--- src/rtl/tone_detector.sv ---
// Tone detector: times the gap between rising midpoint crossings of the 4-bit
// sample stream and locks onto DO/RE/MI/SOL after two matching periods.
module tone_detector #(
    parameter int CLK_HZ  = 50_000_000,
    parameter int MID     = 8,
    parameter int CW      = 20,
    parameter int TIMEOUT = 2 * CLK_HZ / 523
) (
    input  logic          clk,
    input  logic          rst_n,
    input  logic [3:0]    sample,
    output logic [3:0]    note,
    output logic          note_valid,
    output logic [CW-1:0] period,
    output logic          period_strobe
);
    localparam logic [3:0]    MID4  = 4'(MID);
    localparam logic [CW-1:0] P_DO  = CW'(CLK_HZ / 523);
    localparam logic [CW-1:0] P_RE  = CW'(CLK_HZ / 587);
    localparam logic [CW-1:0] P_MI  = CW'(CLK_HZ / 659);
    localparam logic [CW-1:0] P_SOL = CW'(CLK_HZ / 784);
    localparam logic [CW-1:0] TO_M1 = CW'(TIMEOUT - 1);
    localparam logic [3:0]    N_DO  = 4'b1000;
    localparam logic [3:0]    N_RE  = 4'b0100;
    localparam logic [3:0]    N_MI  = 4'b0010;
    localparam logic [3:0]    N_SOL = 4'b0001;

    typedef enum logic [1:0] {S_IDLE, S_MEASURE, S_LOCKED} state_t;

    state_t        r_state;
    logic [3:0]    r_s1, r_s2, r_filt, r_filt_prev;
    logic          r_xing;
    logic [CW-1:0] r_cnt, r_period;
    logic [3:0]    r_match, r_cand, r_note;
    logic          r_valid, r_pstb;
    logic [3:0]    w_match;
    logic          w_timeout;

    // |p - pk| <= pk/32, evaluated one bit wider so nothing wraps
    function automatic logic in_win(input logic [CW-1:0] p, input logic [CW-1:0] pk);
        logic [CW:0] w_hi, w_lo;
        w_hi = {1'b0, pk} + {1'b0, pk >> 5};
        w_lo = {1'b0, p} + {1'b0, pk >> 5};
        return ({1'b0, p} <= w_hi) && (w_lo >= {1'b0, pk});
    endfunction

    always_comb begin
        w_match = 4'b0000;
        if (in_win(r_cnt, P_DO))       w_match = N_DO;
        else if (in_win(r_cnt, P_RE))  w_match = N_RE;
        else if (in_win(r_cnt, P_MI))  w_match = N_MI;
        else if (in_win(r_cnt, P_SOL)) w_match = N_SOL;
    end

    // Fires on the edge where cnt would become TIMEOUT, so silence drops the
    // note in the same cycle cnt shows TIMEOUT; a coincident crossing wins.
    assign w_timeout = !r_xing && (r_cnt >= TO_M1);

    always_ff @(posedge clk or negedge rst_n) begin
        if (!rst_n) begin
            r_s1        <= '0;
            r_s2        <= '0;
            r_filt      <= '0;
            r_filt_prev <= '0;
            r_xing      <= 1'b0;
            r_cnt       <= '0;
        end else begin
            r_s1        <= sample;
            r_s2        <= r_s1;
            if (r_s1 == r_s2) r_filt <= r_s2;
            r_filt_prev <= r_filt;
            r_xing      <= (r_filt_prev < MID4) && (r_filt >= MID4);
            if (r_xing)            r_cnt <= CW'(1);
            else if (r_cnt != '1)  r_cnt <= r_cnt + 1'b1;
        end
    end

    // Crossings latch period and match; the classification acts a cycle later.
    always_ff @(posedge clk or negedge rst_n) begin
        if (!rst_n) begin
            r_state  <= S_IDLE;
            r_period <= '0;
            r_pstb   <= 1'b0;
            r_match  <= '0;
            r_cand   <= '0;
            r_note   <= '0;
            r_valid  <= 1'b0;
        end else begin
            r_pstb <= 1'b0;
            if (r_xing) begin
                if (r_state == S_IDLE) begin
                    r_state <= S_MEASURE;
                end else begin
                    r_period <= r_cnt;
                    r_pstb   <= 1'b1;
                    r_match  <= w_match;
                end
            end else if (w_timeout) begin
                r_state <= S_IDLE;
                r_cand  <= '0;
                r_note  <= '0;
                r_valid <= 1'b0;
            end else if (r_pstb) begin
                case (r_state)
                    S_MEASURE: begin
                        if (r_match == 4'b0000) begin
                            r_cand <= '0;
                        end else if (r_match == r_cand) begin
                            r_state <= S_LOCKED;
                            r_note  <= r_cand;
                            r_valid <= 1'b1;
                        end else begin
                            r_cand <= r_match;
                        end
                    end
                    S_LOCKED: begin
                        if (r_match != r_note) begin
                            r_state <= S_MEASURE;
                            r_cand  <= r_match;
                            r_note  <= '0;
                            r_valid <= 1'b0;
                        end
                    end
                    default: ;
                endcase
            end
        end
    end

    assign note          = r_note;
    assign note_valid    = r_valid;
    assign period        = r_period;
    assign period_strobe = r_pstb;
endmodule

--- config.mk ---
export PLATFORM = sky130hd
export DESIGN_NAME = tone_detector
export DESIGN_NICKNAME = d
export VERILOG_FILES = /design/src/rtl/tone_detector.sv
export SDC_FILE = /design/constraint.sdc
export NUM_CORES = 1
export LEC_CHECK = 0
export ABC_CLOCK_PERIOD_IN_PS = 6820
export CORE_ASPECT_RATIO = 1.4
export CORE_MARGIN = 1
export CORE_UTILIZATION = 45
export CTS_CLUSTER_SIZE = 30
export DETAILED_ROUTE_END_ITERATION = 6
export PLACE_DENSITY = 0.68
export SYNTH_ARGS = -nofsm -noshare
export SYNTH_HDL_FRONTEND = slang
export SYNTH_SLANG_ARGS = --single-unit
--- constraint.sdc ---
create_clock -name clk -period 6.82 [get_ports clk]
set_input_delay 1.364 -clock clk [delete_from_list [all_inputs] [get_ports clk]]
set_output_delay 1.364 -clock clk [all_outputs]
set_load 0.01 [all_outputs]
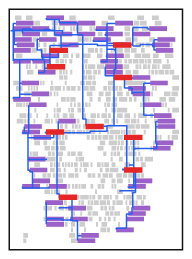
*Clock wires, drivers and flops*
(2 px per um)
[blue] clock wires | length: 888 um
[red] clock-net drivers | count: 9
[purple] flip-flops | count: 67
routed clock nets: 10
flops lie: all over the die

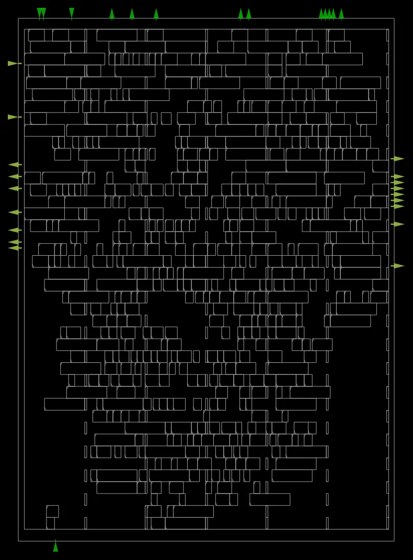
*Placement view*
Layout Cells excl Fill: 680
flop count: 67
Seq/total area: 0.332
Final Util: 0.531

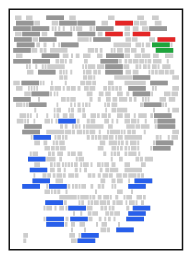
*Register map, names as in the netlist*
(2 px per um)
[green] r_state | flops: 2
[blue] r_cnt | flops: 20
[red] note | flops: 4
not colored: 41
Flop area: 1680 sq um
Seq. pwr: 0.000551 W

==> impl_metrics.json <==
{
  "antenna_cells": 0,
  "grt_overflow": 0,
  "slew_viol_final": 0,
  "grt_pass1_wl_mm": 20.0,
  "async_flop_share": 1.00,
  "ys_seq_frac": 0.378,
  "ys_sh_adder": 0.0282,
  "synth_cells": 541,
  "warnings": 33,
  "ys_cells": 541,
  "fp_util": 0.466,
  "fp_nets": 557,
  "io_pins": 32,
  "cp.arrival_ns": 3.70,
  "finalSetupViolCount": 0,
  "yosysChipArea_sq_um": 4430,
  "synth.avg_cell_area_sq_um": 8.20,
  "post-cts-setup-buffers": 0,
  "die_w_um": 85.9,
  "critPathLaunchType": "flop",
  "cpPeakStageDelay_ns": 0.77,
  "post-place-ws_ns": 3.46,
  "fin_crit_sh": 0.507,
  "slew_headroom": 0.341,
  "hpwlAfterDp_mm": 8.47,
  "post-route-min-period_ns": 3.46,
  "r2r_slack_ns": 3.36,
  "drive_gt1_frac": 0.0511,
  "critPathKind": "flop to flop",
  "cts_hold_buf": 0,
  "clk_latency_ns": 0.33,
  "root_buffer": "clkbuf_16",
  "die_h_um": 119,
  "setup_tns_ns": 0,
  "max_freq_mhz": 289,
  "viasPerCell": 6.04,
  "clock_path_buffers": 2,
  "rsz0062_at_grt": "no",
  "cp_cell_sequence": "ha_1, a21oi_1, o311ai_1, mux2_2, o21ai_1, o21ai_0, a32o_1, o41ai_2",
  "cp_max_fo": 18,
  "first_global_vias": 4000,
  "synth-xor-area-share": 0.0731,
  "setup_slack_ns": 3.36,
  "tightest_slew_ns": 0.988,
  "ys_sh_simple": 0.248,
  "edf_count": 0,
  "detail-route-antenna-nets": 0,
  "p_leak_nw": 2.17,
  "power.density_nw_per_um2": 273,
  "peakVddDrop_mv": 0.166,
  "cts_resized": 0,
  "ys_sh_aoi": 0.218,
  "route.detailed.drc": 0,
  "mux_share": 0.00254,
  "firstDrtPassIters": 5,
  "wire_per_inst_um": 17.7,
  "whs_ns": 0.388,
  "core_area_sq_um": 9510,
  "lay_top_cells": "nand2_1, dfrtp_1, nor2_1",
  "lay_top_count": "nand2_1",
  "place.gp.congestion": 0.963,
  "vias": 4105,
  "cap_violations": 0,
  "h-tree-depth": 3,
  "path_clk_slew_ns": 0.06,
  "rows": 42,
  "synthToLayoutAreaGrowth_pct": 13.8,
  "synth_area_sq_um": 4430,
  "cts.sink_count": 67,
  "ys_types": 65,
  "nets": 559,
  "skew_ns": 0.00715,
  "status": "complete, no violations",
  "grt_max_degree": 68,
  "drt-initial-drc-count": 528,
  "required_ns": 7.06,
  "grt_util_all_layers": 0.250,
  "hp-class": "flop to flop",
  "hold_violations": 0,
  "drt-total-wl_mm": 12.1,
  "synth_warnings": 0,
  "synth-main-ff-cell": "dfrtp_1",
  "tritoncts": "built",
  "endpoint_kind": "flop",
  "portBuffers": 31,
  "dieArea_sq_um": 10300,
  "ys_ff": 67,
  "antenna_found_initial": 0,
  "n_fill_cell": 887,
  "top_logic_kind": "simple AND/OR/NAND/NOR gates",
  "cts_made_buffers": 9,
  "critical_path.slowest_cell": "o311ai_1"
}
## worst max-delay path: cells and delay by family (launching register included)
family	cells	cell delay (ns)
adder cells (fa/ha/maj)	1	0.46
AND-OR/OR-AND	6	1.76
flip-flops	1	0.73
multiplexers	1	0.42
## routing by layer
| layer | vias up | GRT usage | part of all wire |
|---|---|---|---|
| li1 | 1930 | - | - |
| met1 | 1962 | 0.312 | 0.41 |
| met2 | 170 | 0.417 | 0.49 |
| met3 | 43 | 0.0347 | 0.050 |
| met4 | 0 | 0.125 | 0.042 |
| met5 | - | 0 | 0 |
## Yosys cell counts (3+ instances only)
| cell type | number | area (sq um) |
|---|---|---|
| a21oi_1 | 29 | 145 |
| nor4_1 | 7 | 43.8 |
| o21a_1 | 3 | 22.5 |
| nand2_1 | 92 | 345 |
| and3_1 | 6 | 37.5 |
| xor2_1 | 18 | 158 |
| xnor2_1 | 19 | 166 |
| o221ai_1 | 6 | 52.6 |
| clkbuf_1 | 21 | 78.8 |
| buf_2 | 14 | 70.1 |
| nor3_1 | 21 | 105 |
| a31oi_1 | 8 | 50.1 |
| dfrtp_1 | 67 | 1680 |
| a22o_1 | 8 | 70.1 |
| a211oi_1 | 6 | 45.0 |
| o21ai_0 | 23 | 115 |
| o31ai_1 | 4 | 30.0 |
| o2111ai_1 | 5 | 43.8 |
| nand4_1 | 5 | 31.3 |
| a21o_1 | 6 | 45.0 |
| or3_1 | 3 | 18.8 |
| nand2b_1 | 7 | 43.8 |
| o21ai_1 | 6 | 30.0 |
| or4_1 | 4 | 30.0 |
| nor2_1 | 47 | 176 |
| nand3_1 | 18 | 90.1 |
| ha_1 | 10 | 125 |
| buf_1 | 7 | 26.3 |
| nor2b_1 | 8 | 50.1 |
| inv_1 | 13 | 48.8 |
| o211ai_1 | 4 | 30.0 |
## final timing paths
path / start / endpoint / cells past startpoint
worst max-delay path: r_cnt[4] / r_match[0] / 8
worst min-delay path: r_s1[0] / r_s2[0] / 0
worst max register to register: r_cnt[4] / r_match[0] / 8
worst min register to register: r_s1[0] / r_s2[0] / 0
max in group asynchronous: rst_n / note[0] / 2
min in group asynchronous: rst_n / r_cnt[10] / 2
## final cells by class
type	instances	area [sq um]	share of cell area
Clock buffer	11	243	0.0481
Clock inverter	5	60.1	0.0119
Inverter	15	56.3	0.0112
Multi-Input combinational cell	417	2530	0.500
Sequential cell	67	1680	0.332
Tap cell	132	165	0.0327
Timing Repair Buffer	33	320	0.0635
## stage by stage
step / utilization / power (W) / std cells / instance area (sq um)
floorplan: - / 0.000787 / 541 / 4430
global placement: 0.499 / 0.000909 / 664 / 4740
detailed placement: 0.499 / 0.000916 / 664 / 4740
CTS: 0.531 / 0.00139 / 680 / 5050
global route: 0.531 / 0.00145 / 680 / 5050
finish: 0.531 / 0.00138 / 680 / 5050
## flip-flops by register name (all words and copies together) (netlist names), 2 cells and up
signal and cells:
period 20, r_cnt 20, note 4, r_cand 4
r_match 4, r_s1 4, r_s2 4, r_state 2
## report_power, final
group	total (W)	switching, W	internal (W)
Combinational	0.000362	0.000201	0.000161
Sequential	0.000551	0.000104	0.000447
Clock	0.000466	0.000172	0.000294
Power figures rest on the tool's default switching activity, not on a simulated workload.
